**config.mk**
```make
export PLATFORM = sky130hd
export DESIGN_NAME = rate_spike_encoder
export DESIGN_NICKNAME = d
export VERILOG_FILES = /design/src/rtl/rate_spike_encoder.sv
export SDC_FILE = /design/constraint.sdc
export NUM_CORES = 1
export LEC_CHECK = 0
export ABC_AREA = 1
export CAP_MARGIN = 20
export CORE_AREA = 3 3 139 114
export CTS_CLUSTER_DIAMETER = 120
export DETAILED_ROUTE_END_ITERATION = 8
export DIE_AREA = 0 0 142 117
export HOLD_SLACK_MARGIN = 0.1
export PLACE_DENSITY = 0.8
export SKIP_CTS_REPAIR_TIMING = 1
export SLEW_MARGIN = 20
export SYNTH_ARGS = -nofsm -noshare
export SYNTH_HDL_FRONTEND = slang
export SYNTH_SLANG_ARGS = --single-unit
```
**constraint.sdc**
```tcl
create_clock -name clk -period 3.2 [get_ports clk]
set_clock_uncertainty 0.15 [all_clocks]
set_input_delay 0.8 -clock clk [delete_from_list [all_inputs] [get_ports clk]]
set_output_delay 0.8 -clock clk [all_outputs]
set_load 0.05 [all_outputs]
```
**src/rtl/rate_spike_encoder.sv**
```systemverilog
// ---------------------------------------------------------------------------
// rate_spike_encoder
//
// Rate (Bernoulli) spike encoder. A small buffer of 8-bit pixel intensities is
// turned into spike trains: for every timestep and every pixel the spike bit
// is (pixel > rand_i), where rand_i is a free-running LFSR byte. Results are
// streamed one (timestep, pixel) pair per valid/ready handshake, step-major,
// pixel index ascending.
//
// Optional feature macro: RATE_ENC_SPIKE_COUNT_EN
//   When defined, adds spike_count_o: a saturating count of accepted results
//   with spike_o=1, cleared on an accepted start and held after the run.
//
// Ports:
//   clk            system clock, rising edge
//   rst            asynchronous active-low reset
//   rand_i         random byte, sampled only on output-load cycles
//   pix_we_i       pixel write strobe (honoured only while idle)
//   pix_addr_i     pixel write address
//   pix_data_i     pixel write data
//   start_i        single-cycle start pulse (honoured only while idle)
//   num_steps_i    number of timesteps, sampled with start_i
//   busy_o         high whenever a run is in progress (state != IDLE)
//   spike_valid_o  output register holds a result
//   spike_ready_i  downstream accepts the result
//   spike_o        spike bit
//   spike_idx_o    pixel index of the result
//   spike_step_o   timestep of the result
//   spike_count_o  (optional) saturating count of accepted spikes
//   done_o         one-cycle pulse when a run completes
// ---------------------------------------------------------------------------
module rate_spike_encoder #(
  parameter int NUM_PIXELS = 16,
  parameter int IDX_W      = 4,
  parameter int STEP_W     = 8
) (
  input  logic              clk,
  input  logic              rst,
  input  logic [7:0]        rand_i,
  input  logic              pix_we_i,
  input  logic [IDX_W-1:0]  pix_addr_i,
  input  logic [7:0]        pix_data_i,
  input  logic              start_i,
  input  logic [STEP_W-1:0] num_steps_i,
  output logic              busy_o,
  output logic              spike_valid_o,
  input  logic              spike_ready_i,
  output logic              spike_o,
  output logic [IDX_W-1:0]  spike_idx_o,
  output logic [STEP_W-1:0] spike_step_o,
`ifdef RATE_ENC_SPIKE_COUNT_EN
  output logic [15:0]       spike_count_o,
`endif
  output logic              done_o
);

  // state | meaning
  // IDLE  | waiting for start; pixel buffer writable
  // RUN   | producing one result per free output slot
  // DRAIN | last pair loaded, waiting for it to be accepted
  // DONE  | run finished; done_o pulses on the way back to IDLE
  typedef enum logic [1:0] {
    S_IDLE  = 2'd0,
    S_RUN   = 2'd1,
    S_DRAIN = 2'd2,
    S_DONE  = 2'd3
  } state_t;

  localparam logic [IDX_W-1:0] IDX_LAST = IDX_W'(NUM_PIXELS - 1);

  state_t            state_q;
  logic [7:0]        pixel_q [NUM_PIXELS];
  logic [IDX_W-1:0]  idx_q;
  logic [STEP_W-1:0] step_q;
  logic [STEP_W-1:0] steps_q;

  logic load;
  logic last_pair;
  logic spike_bit;
  logic start_accept;

  // The output slot is free when empty or being emptied this cycle.
  assign load         = !spike_valid_o || spike_ready_i;
  // steps_q is never 0 while in RUN, so steps_q-1 cannot underflow here.
  assign last_pair    = (step_q == steps_q - STEP_W'(1)) && (idx_q == IDX_LAST);
  assign spike_bit    = pixel_q[idx_q] > rand_i;
  assign start_accept = (state_q == S_IDLE) && start_i;
  assign busy_o       = (state_q != S_IDLE);

  // Pixel buffer: writable only while idle, frozen for the whole run.
  always_ff @(posedge clk or negedge rst) begin
    if (!rst) begin
      for (int i = 0; i < NUM_PIXELS; i++) begin
        pixel_q[i] <= 8'h00;
      end
    end else if ((state_q == S_IDLE) && pix_we_i) begin
      pixel_q[pix_addr_i] <= pix_data_i;
    end
  end

  always_ff @(posedge clk or negedge rst) begin
    if (!rst) begin
      state_q       <= S_IDLE;
      idx_q         <= '0;
      step_q        <= '0;
      steps_q       <= '0;
      spike_valid_o <= 1'b0;
      spike_o       <= 1'b0;
      spike_idx_o   <= '0;
      spike_step_o  <= '0;
      done_o        <= 1'b0;
    end else begin
      done_o <= 1'b0;
      case (state_q)
        S_IDLE: begin
          if (start_i) begin
            steps_q <= num_steps_i;
            idx_q   <= '0;
            step_q  <= '0;
            state_q <= (num_steps_i == '0) ? S_DONE : S_RUN;
          end
        end
        S_RUN: begin
          if (load) begin
            spike_o       <= spike_bit;
            spike_idx_o   <= idx_q;
            spike_step_o  <= step_q;
            spike_valid_o <= 1'b1;
            // Counters stop on the last pair so the step counter never wraps,
            // even for the maximum step count.
            if (last_pair) begin
              state_q <= S_DRAIN;
            end else begin
              idx_q <= idx_q + IDX_W'(1);
              if (idx_q == IDX_LAST) begin
                step_q <= step_q + STEP_W'(1);
              end
            end
          end
        end
        S_DRAIN: begin
          if (load) begin
            spike_valid_o <= 1'b0;
            state_q       <= S_DONE;
          end
        end
        S_DONE: begin
          done_o  <= 1'b1;
          state_q <= S_IDLE;
        end
        default: state_q <= S_IDLE;
      endcase
    end
  end

`ifdef RATE_ENC_SPIKE_COUNT_EN
  always_ff @(posedge clk or negedge rst) begin
    if (!rst) begin
      spike_count_o <= 16'h0000;
    end else if (start_accept) begin
      spike_count_o <= 16'h0000;
    end else if (spike_valid_o && spike_ready_i && spike_o &&
                 (spike_count_o != 16'hFFFF)) begin
      spike_count_o <= spike_count_o + 16'h0001;
    end
  end
`else
  // Without the counter the start-accept term has no consumer.
  logic unused_start_accept;
  assign unused_start_accept = start_accept;
`endif

endmodule

```
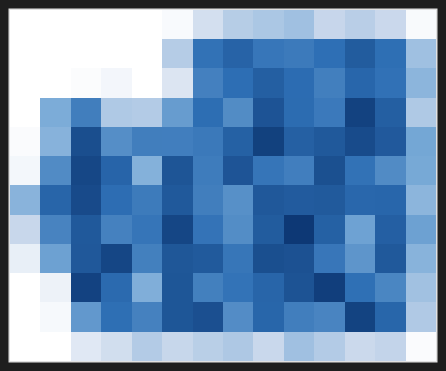
(run_1/util_map.png)
(3 px per um) 14 x 12 tiles, from white (low) to dark blue (high), 0 to 100% covered.
33% of the tiles are over 75% full. The emptiest ninth of the die: top left. The fullest tile reaches 97%. The mean over all tiles is 54%.
floorplan utilization: 55.5%
Core Util, Final: 64.3%
core area: 14400 sq um

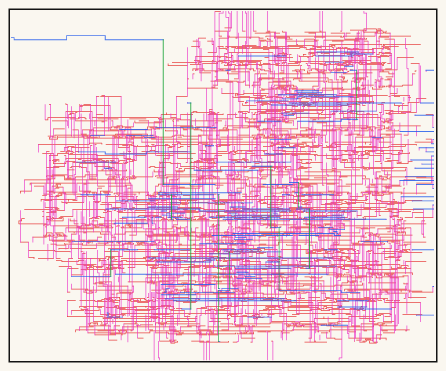
(run_1/layers.png)
(3 px per um)
Key: red = M1 [wire length 8990 um]; magenta = M2 [wire length 8930 um]; blue = M3 [wire length 1730 um]; green = M4 [wire length 281 um]
Tot GR Track Use: 25.2%
drt wl/cell: 17.3 um
vias post-DR: 6653
Total Wirelength: 19.9 mm

==> results.sh, run 1 <==
# physical design summary
export IMPL_outcome="finished, final reports clean"
export IMPL_cts_sinks=165
export IMPL_taps=184
export IMPL_worst_slack_ns=0.120
export IMPL_p_leak_nw=4.30
export IMPL_r2r_slack_ns=0.42
export IMPL_fp_dieH_um=117
export IMPL_synthAoiAreaFrac_pct=15.9
export IMPL_top_cells_by_count="nand2_1, dfrtp_1, o21ai_0"
export IMPL_placed_area_sq_um=8600
export IMPL_ant_nets=0
export IMPL_postLayoutCellArea_sq_um=9260
export IMPL_critPathArrivalTime_ns=2.13
export IMPL_yosys_area_top_type_share_pct=51.7
export IMPL_dp_cells=1123
export IMPL_yosysWarningCount=0
export IMPL_warning_count=29
export IMPL_io_pins=49
export IMPL_slew_violations=0
export IMPL_grt_busiest_layer="met2"
export IMPL_cp_slowest_cell="clkdlybuf4s50_1"
export IMPL_syn_inst=934
export IMPL_layout_top_cell="nand2_1"
export IMPL_die_area_sq_um=16600
export IMPL_grt_max_degree=64
export IMPL_cap_violations=0
export IMPL_p_sw_share_pct=37.0
export IMPL_whs_ns=0.203
export IMPL_yosys_stat_seqShare_pct=51.7
export IMPL_syn_avg_cell_area_sq_um=8.55
export IMPL_first_pass_iters=5
export IMPL_synth_cell_types=37
export IMPL_startpoint_type="flop"
export IMPL_critPathTopFamily="buffers and inverters"
export IMPL_num_multi_input_gates=665
export IMPL_mux_area_share_pct=3.68
export IMPL_simple_gate_share_pct=20.3
export IMPL_wl_met1_mm=8.99
export IMPL_fin_nets=1006
export IMPL_stdcell_count=1155
export IMPL_powerSeq_w=0.00354
export IMPL_cpPeakStageDelay_ns=0.81
export IMPL_grtUsageMet2_pct=38.1
export IMPL_syn_num_nets=982
export IMPL_portBuffers=48
export IMPL_seq_area_share_pct=44.6
export IMPL_wl_met2_mm=8.93
export IMPL_flops=165
export IMPL_reg2reg_depth=11
export IMPL_end_kind="output port"
export IMPL_area_growth_pct=16.0
export IMPL_ys_cells=934
export IMPL_p_clk_w=0.00229
export IMPL_crit_cells=4
export IMPL_cts_max_level=4
export IMPL_largestClassByArea="flip-flops and latches"
export IMPL_register_area_sq_um=4130
export IMPL_ys_sh_xor_pct=0.987
export IMPL_synth_flops=165
export IMPL_nClkBuffers=21
export IMPL_gp_congestion=0.956
export IMPL_period_used_pct=96.3
export IMPL_n_antenna_cell=0
export IMPL_path_class="reg2out"
export IMPL_flop_cell="dfrtp_1"
export IMPL_comb_cell_share_pct=37.2
export IMPL_drive_gt1_share_pct=7.11
export IMPL_ys_sh_adder_pct=2.35
export IMPL_setup_viol=0
export IMPL_most_common_cell="nand2_1"
export IMPL_p_comb_w=0.00290
export IMPL_hpwl_mm=13.1
export IMPL_synth_edff_count=0
export IMPL_critPathBufInv=3
export IMPL_numCtsBuffers=17
export IMPL_ys_area_sq_um=7980
export IMPL_total_power_w=0.00873
export IMPL_share_comb_of_total_power_pct=33.2
export IMPL_inverters_excl_clock=50
export IMPL_insertion_delay_ns=0.43
export IMPL_cts_root_buf="clkbuf_16"
export IMPL_async_flop_share_pct=100
export IMPL_grt_pass1_vias=6397
export IMPL_grt_overflow=0
export IMPL_buffers=59
export IMPL_crit_path_end="busy_o"
export IMPL_min_path_type="in2async"
export IMPL_relSlewSlack_pct=54.4
export IMPL_fp_dieW_um=142
export IMPL_final_cell_mix="nand2_1, o21ai_0, dfrtp_1"
export IMPL_rsz0062_at_grt="no"
export IMPL_clkTransAtPathRegs_ns=0.06
export IMPL_synthTopCellsByArea="dfrtp_1, nand2_1, o21ai_0"
export IMPL_largest_reg_flops=128
export IMPL_cts_tree="done"
export IMPL_p_switching_w=0.00323
export IMPL_nFillCells=1129
export IMPL_r2r_end="spike_o$_DFFE_PN0P_"
export IMPL_reg2reg_from="idx_q[0]$_DFFE_PN0P_"
export IMPL_top_register="pixel_q"
export IMPL_route_top_layer_used="met4"
export IMPL_layout_area_comb_sq_um=3450
export IMPL_cts_max_path_buffers=2
export IMPL_vdd_drop_max_v=0.000487
export IMPL_topCombFamilyByArea="simple AND/OR/NAND/NOR gates"
export IMPL_yosysTopAreaCell="dfrtp_1"
export IMPL_finalCriticalPeriod_ns=3.08
export IMPL_p_int_w=0.00549
export IMPL_fin_setup_tns_ns=0
export IMPL_crit_chain="inv_1, ha_1, inv_1, clkdlybuf4s50_1"
export IMPL_syn_area_sq_um=7980
export IMPL_worstSetupStartpoint="state_q[0]$_DFFE_PN0P_"
export IMPL_grtUsageMet1_pct=36.7
export IMPL_power_frac_clock_pct=26.2
export IMPL_route_detailed_drc=0
export IMPL_max_freq_ghz=0.325
export IMPL_antenna_found_initial=0
export IMPL_power_leader="registers"
export IMPL_grt_pass1_wl_mm=32.8
export IMPL_clk_share_pct=7.19
export IMPL_power_density_nw_per_um2=942
export IMPL_hold_viol_final=0
export IMPL_use_met3_pct=6.13
export IMPL_wl_met3_mm=1.73
export IMPL_seqPwrFrac_pct=40.5
export IMPL_rows=39
export IMPL_cp_common_cell="inv_1"
export IMPL_tightest_slew_ns=0.684
export IMPL_crit_required_ns=2.25
export IMPL_dp_worst_setup_slack_ns=0.494
export IMPL_drt_vias_per_instance=5.76
export IMPL_critical_path_max_fanout=6
export IMPL_buf_share_pct=6.50
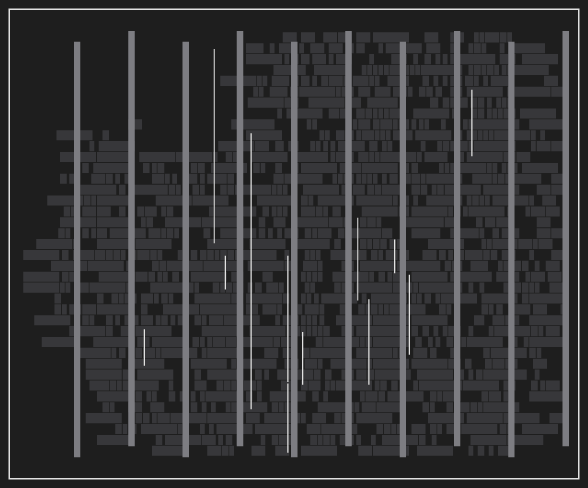
(run_1/m4.png)
(4 px per um) Supply wires on this layer in grey.
7 nets have wire on it. The longest straight run is 68.7 um. The layer carries 281 um of wire. The layer holds 1.4% of the routed length.

==> run 2, diff against run 1 <==
CAP_MARGIN = 30   (was 20)
==> run 2 against run 1 <==
Effect of this change: wire length is the same; utilization is the same; via count is the same; setup slack is the same; die area is the same; count of clock-buffer cells in the layout is the same.
==> results.sh, run 2 <==
# physical design summary
export IMPL_cts_tree="done"
export IMPL_grt_busiest_layer="met2"
export IMPL_async_flop_share_pct=100
export IMPL_fp_dieH_um=117
export IMPL_final_util_pct=64.3
export IMPL_route_top_layer_used="met4"
export IMPL_syn_avg_cell_area_sq_um=8.55
export IMPL_synthTopCellsByArea="dfrtp_1, nand2_1, o21ai_0"
export IMPL_layout_area_comb_sq_um=3450
export IMPL_simple_gate_share_pct=20.3
export IMPL_n_antenna_cell=0
export IMPL_whs_ns=0.203
export IMPL_worst_slack_ns=0.120
export IMPL_drt_vias_per_instance=5.76
export IMPL_clk_share_pct=7.19
export IMPL_crit_path_end="busy_o"
export IMPL_tightest_slew_ns=0.684
export IMPL_path_class="reg2out"
export IMPL_critPathTopFamily="buffers and inverters"
export IMPL_postLayoutCellArea_sq_um=9260
export IMPL_initial_utilization_pct=55.5
export IMPL_drive_gt1_share_pct=7.11
export IMPL_syn_area_sq_um=7980
export IMPL_reg2reg_depth=11
export IMPL_crit_required_ns=2.25
export IMPL_grtUsageMet1_pct=36.7
export IMPL_nClkBuffers=21
export IMPL_wl_per_cell_um=17.3
export IMPL_seq_area_share_pct=44.6
export IMPL_critPathArrivalTime_ns=2.13
export IMPL_die_area_sq_um=16600
export IMPL_antenna_found_initial=0
export IMPL_yosysWarningCount=0
export IMPL_p_comb_w=0.00290
export IMPL_gp_congestion=0.956
export IMPL_rsz0062_at_grt="no"
export IMPL_nFillCells=1129
export IMPL_area_growth_pct=16.0
export IMPL_cp_common_cell="inv_1"
export IMPL_topCombFamilyByArea="simple AND/OR/NAND/NOR gates"
export IMPL_slew_violations=0
export IMPL_final_cell_mix="nand2_1, o21ai_0, dfrtp_1"
export IMPL_buffers=59
export IMPL_p_switching_w=0.00323
export IMPL_dp_worst_setup_slack_ns=0.494
export IMPL_grtUsageMet2_pct=38.1
export IMPL_comb_cell_share_pct=37.2
export IMPL_stdcell_count=1155
export IMPL_routed_wl_mm=19.9
export IMPL_relSlewSlack_pct=54.4
export IMPL_hold_viol_final=0
export IMPL_p_leak_nw=4.30
export IMPL_yosys_area_top_type_share_pct=51.7
export IMPL_ys_area_sq_um=7980
export IMPL_inverters_excl_clock=50
export IMPL_outcome="finished, final reports clean"
export IMPL_wl_met1_mm=8.99
export IMPL_most_common_cell="nand2_1"
export IMPL_end_kind="output port"
export IMPL_numCtsBuffers=17
export IMPL_buf_share_pct=6.50
export IMPL_io_pins=49
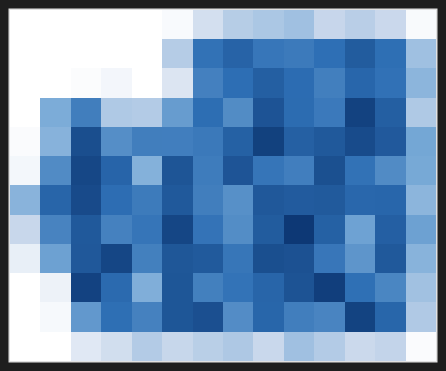
(run_2/util_map.png)
(3 px per um) 14 x 12 tiles, from white (low) to dark blue (high), 0 to 100% covered.
11% of the tiles are nearly empty. 33% of the tiles are over 75% full. The mean over all tiles is 54%. The fullest tile reaches 97%. The emptiest ninth of the die: top left.

